===== src/rtl/key_pkg.sv =====
// Shared encodings and the click-to-mode stepping rule for the key click decoder.
package key_pkg;
   localparam logic [1:0] ST_IDLE = 2'd0;
   localparam logic [1:0] ST_WAIT = 2'd1;
   localparam logic [1:0] ST_EMIT = 2'd2;

   localparam logic [1:0] CLK_SINGLE = 2'd1;
   localparam logic [1:0] CLK_DOUBLE = 2'd2;
   localparam logic [1:0] CLK_TRIPLE = 2'd3;

   localparam logic [23:0] WIN_300MS = 24'd14_999_999;

   // single steps the mode up, double steps it down, triple clears it
   function automatic logic [1:0] next_mode(input logic [1:0] mode, input logic [1:0] clicks);
      case (clicks)
         CLK_SINGLE: next_mode = mode + 2'd1;
         CLK_DOUBLE: next_mode = mode - 2'd1;
         CLK_TRIPLE: next_mode = 2'd0;
         default:    next_mode = mode;
      endcase
   endfunction
endpackage


===== src/rtl/key_click_decoder_if.sv =====
// Press input and click event outputs of the key click decoder.
interface key_click_decoder_if;
   logic       key_flag;
   logic       click_valid;
   logic [1:0] click_num;
   logic [1:0] led_mode;
   logic       busy;

   modport master (output key_flag, input click_valid, click_num, led_mode, busy);
   modport slave  (input key_flag, output click_valid, click_num, led_mode, busy);
endinterface


===== src/rtl/key_click_decoder_click_win_timer.sv =====
// Click window counter: counts up while enabled, expire flags the last window cycle.
module click_win_timer
   import key_pkg::*;
#(
   parameter logic [23:0] CNT_WIN = WIN_300MS
) (
   input  logic sys_clk,
   input  logic sys_rst,
   input  logic clr,
   input  logic en,
   output logic expire
);
   localparam logic [23:0] CNT_LAST = CNT_WIN - 24'd1;

   logic [23:0] win_cnt;

   always_ff @(posedge sys_clk or posedge sys_rst) begin
      if (sys_rst)
         win_cnt <= 24'd0;
      else if (clr)
         win_cnt <= 24'd0;
      else if (en)
         win_cnt <= win_cnt + 24'd1;
   end

   assign expire = en && (win_cnt == CNT_LAST);
endmodule


===== src/rtl/key_click_decoder.sv =====
// Groups debounced presses into single/double/triple click events and steps a 2-bit mode.
//   state   | meaning
//   ST_IDLE | no sequence open
//   ST_WAIT | presses counted, window running
//   ST_EMIT | one-cycle click event, led_mode updates at its end
module key_click_decoder
   import key_pkg::*;
#(
   parameter logic [23:0] CNT_WIN    = WIN_300MS,
   parameter logic [1:0]  MAX_CLICKS = 2'd3
) (
   input  logic                sys_clk,
   input  logic                sys_rst,
   key_click_decoder_if.slave  bus
);
   logic [1:0] state, state_nxt;
   logic [1:0] clicks, clicks_nxt;
   logic [1:0] led_mode, click_num;
   logic       click_valid, busy;
   logic       win_clr, win_en, win_expire;

   // window restarts on every press and whenever a sequence is not waiting
   assign win_en  = (state == ST_WAIT);
   assign win_clr = !win_en || bus.key_flag || win_expire;

   click_win_timer #(.CNT_WIN(CNT_WIN)) u_timer (
      .sys_clk (sys_clk),
      .sys_rst (sys_rst),
      .clr     (win_clr),
      .en      (win_en),
      .expire  (win_expire)
   );

   always_comb begin
      state_nxt  = state;
      clicks_nxt = clicks;
      case (state)
         ST_IDLE: begin
            if (bus.key_flag) begin
               state_nxt  = ST_WAIT;
               clicks_nxt = 2'd1;
            end
         end
         ST_WAIT: begin
            // a press on the expiry cycle still counts
            if (bus.key_flag) begin
               clicks_nxt = clicks + 2'd1;
               if (clicks + 2'd1 == MAX_CLICKS)
                  state_nxt = ST_EMIT;
            end else if (win_expire) begin
               state_nxt = ST_EMIT;
            end
         end
         ST_EMIT: begin
            if (bus.key_flag) begin
               state_nxt  = ST_WAIT;
               clicks_nxt = 2'd1;
            end else begin
               state_nxt  = ST_IDLE;
               clicks_nxt = 2'd0;
            end
         end
         default: begin
            state_nxt  = ST_IDLE;
            clicks_nxt = 2'd0;
         end
      endcase
   end

   always_ff @(posedge sys_clk or posedge sys_rst) begin
      if (sys_rst) begin
         state       <= ST_IDLE;
         clicks      <= 2'd0;
         click_valid <= 1'b0;
         click_num   <= 2'd0;
         led_mode    <= 2'd0;
         busy        <= 1'b0;
      end else begin
         state       <= state_nxt;
         clicks      <= clicks_nxt;
         busy        <= (state_nxt != ST_IDLE);
         click_valid <= (state_nxt == ST_EMIT);
         click_num   <= (state_nxt == ST_EMIT) ? clicks_nxt : 2'd0;
         if (state == ST_EMIT)
            led_mode <= next_mode(led_mode, clicks);
      end
   end

   assign bus.click_valid = click_valid;
   assign bus.click_num   = click_num;
   assign bus.led_mode    = led_mode;
   assign bus.busy        = busy;
endmodule


===== src/flat_wrapper.sv =====
// flat-port wrapper written by rule: the top's interface ports become plain ports
module key_click_decoder_flat import key_pkg::*;
#(
   parameter logic [23:0] CNT_WIN    = WIN_300MS,
   parameter logic [1:0]  MAX_CLICKS = 2'd3
)
  (sys_clk, sys_rst, bus_key_flag, bus_click_valid, bus_click_num, bus_led_mode, bus_busy);
  key_click_decoder_if bus_i ();
  input  logic sys_clk;
  input  logic sys_rst;
  input wire logic [$bits(bus_i.key_flag)-1:0] bus_key_flag;
  output wire logic [$bits(bus_i.click_valid)-1:0] bus_click_valid;
  output wire logic [$bits(bus_i.click_num)-1:0] bus_click_num;
  output wire logic [$bits(bus_i.led_mode)-1:0] bus_led_mode;
  output wire logic [$bits(bus_i.busy)-1:0] bus_busy;
  assign bus_i.key_flag = bus_key_flag;
  assign bus_click_valid = bus_i.click_valid;
  assign bus_click_num = bus_i.click_num;
  assign bus_led_mode = bus_i.led_mode;
  assign bus_busy = bus_i.busy;
  key_click_decoder #(.CNT_WIN(CNT_WIN), .MAX_CLICKS(MAX_CLICKS)) u_core (.sys_clk(sys_clk), .sys_rst(sys_rst), .bus(bus_i));
endmodule

===== config.mk =====
export PLATFORM = sky130hd
export DESIGN_NAME = key_click_decoder_flat
export DESIGN_NICKNAME = d
export VERILOG_FILES = /design/src/rtl/key_pkg.sv /design/src/rtl/key_click_decoder_if.sv /design/src/rtl/key_click_decoder_click_win_timer.sv /design/src/rtl/key_click_decoder.sv /design/src/flat_wrapper.sv
export SDC_FILE = /design/constraint.sdc
export NUM_CORES = 1
export LEC_CHECK = 0
export CORE_AREA = 2 2 58 71
export CTS_CLUSTER_DIAMETER = 200
export CTS_CLUSTER_SIZE = 24
export DETAILED_ROUTE_END_ITERATION = 12
export DIE_AREA = 0 0 60 73
export DONT_BUFFER_PORTS = 1
export PLACE_DENSITY_LB_ADDON = 0.12
export SLEW_MARGIN = 25
export SYNTH_ARGS = -nofsm -noshare
export SYNTH_HDL_FRONTEND = slang
export SYNTH_HIERARCHICAL = 1
export SYNTH_SLANG_ARGS = --single-unit

===== constraint.sdc =====
create_clock -name sys_clk -period 3.49 [get_ports sys_clk]
set_input_delay 1.047 -clock sys_clk [delete_from_list [all_inputs] [get_ports sys_clk]]
set_output_delay 1.047 -clock sys_clk [all_outputs]
set_load 0.02 [all_outputs]

==> flow_metrics.py <==
# Auto-generated metrics
metrics = {
    "logic_synthesis": {
        "syn_avg_cell_area_um2": 9.52,
        "ff_type": "dfrtp_1",
        "logic_family": "simple AND/OR/NAND/NOR gates",
        "xor_area_share_pct": 4.87,
        "ys_sh_mux_pct": 1.81,
    },
    "cells_and_area": {
        "clk_share_pct": 4.06,
        "buffers": 2,
        "area_delta_synth_final_pct": 8.00,
        "drive_gt1_share_pct": 10.6,
        "insertedDiodeCount": 0,
        "top_register": "u_core/u_timer/win_cnt",
        "regArea_um2": 851,
        "nNetsFinal": 199,
    },
    "drt": {
        "routed_via_density": 5.66,
        "dr_wl_met3_um": 87,
        "drt-initial-drc-count": 56,
        "drt-total-wl_um": 3680,
    },
    "outcome": {
        "status": "complete, no violations",
    },
    "setup_path": {
        "crit_path_cell_trace": "nor4_1 -> nand4_1 -> or4_1 -> nor3_1 -> or3_4 -> o211ai_2 -> or4_1 -> or4_1 -> a21oi_1",
        "max_stage_delay_ps": 700,
        "cp_top_family": "simple AND/OR/NAND/NOR gates",
    },
    "clock_tree": {
        "post_cts_buffers": 0,
        "cts_resized": 0,
        "clkTransAtPathRegs_ps": 70,
        "cts.sinks": 34,
        "h-tree-depth": 2,
        "cts_buffers": 5,
    },
    "timing": {
        "hold-worst-slack_ps": 560,
        "setup_violations": 0,
        "clock_skew_ps": 6.44,
        "tns_ps": 0,
        "period_used_pct": 92.0,
    },
    "pwr": {
        "switching_power_uw": 299,
        "power.density_nw_per_um2": 480,
        "p_int_uw": 633,
        "comb_power_share_pct": 19.1,
        "clk-power_uw": 267,
    },
    "floorplan": {
        "coreArea_um2": 3780,
    },
    "global_route": {
        "met3_usage_pct": 5.14,
        "grt_pass1_wl_um": 6000,
    },
}
[final timing paths]
check	startpoint	to	cells after the start
min reg2reg	u_core/u_timer/win_cnt[23]$_DFFE_PP0P_	u_core/u_timer/win_cnt[23]$_DFFE_PP0P_	2
max in group asynchronous	sys_rst	u_core/u_timer/win_cnt[22]$_DFFE_PP0P_	2
max	u_core/u_timer/win_cnt[9]$_DFFE_PP0P_	u_core/u_timer/win_cnt[23]$_DFFE_PP0P_	9
max reg2reg	u_core/u_timer/win_cnt[9]$_DFFE_PP0P_	u_core/u_timer/win_cnt[23]$_DFFE_PP0P_	9
min	u_core/u_timer/win_cnt[23]$_DFFE_PP0P_	u_core/u_timer/win_cnt[23]$_DFFE_PP0P_	2
min in group asynchronous	sys_rst	u_core/u_timer/win_cnt[4]$_DFFE_PP0P_	1
Figure 1. Sequential cells grouped by signal name.
Scale bar: 20 um. Other sequential cells in the stronger grey, the rest of the logic in the fainter grey.
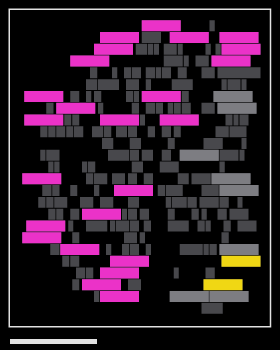
Yellow stands for u_core/state, sequential cells 2. Magenta stands for u_core/u_timer/win_cnt, sequential cells 24, where all over the die.

Figure 2. Gate-type map.
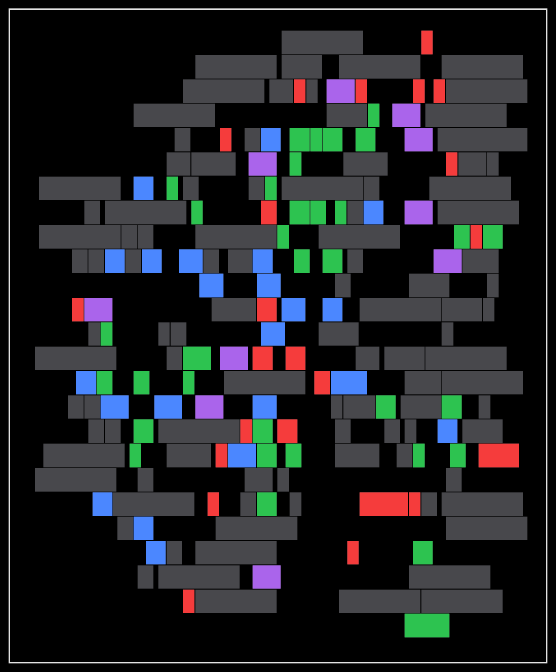
Purple stands for xor and xnor cells, cells 10, most used xnor2_1. Blue stands for and/or cells, cells 22, most used or3_1. Red stands for nor cells, cells 23, most used nor2_1. Green stands for nand cells, cells 34, most used nand2_1.

Figure 3. Clock network drawn from the DEF.
Scale bar: 20 um.
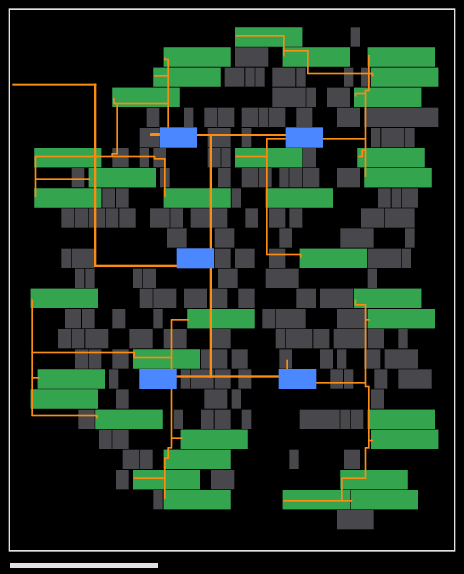
Blue stands for clock-net drivers, count 5. Orange stands for clock wires, length 405 um. Green stands for flip-flops, count 34.
There are 6 routed clock nets. Position of the flops: all over the die.

Power is estimated from default activity; no workload was simulated.
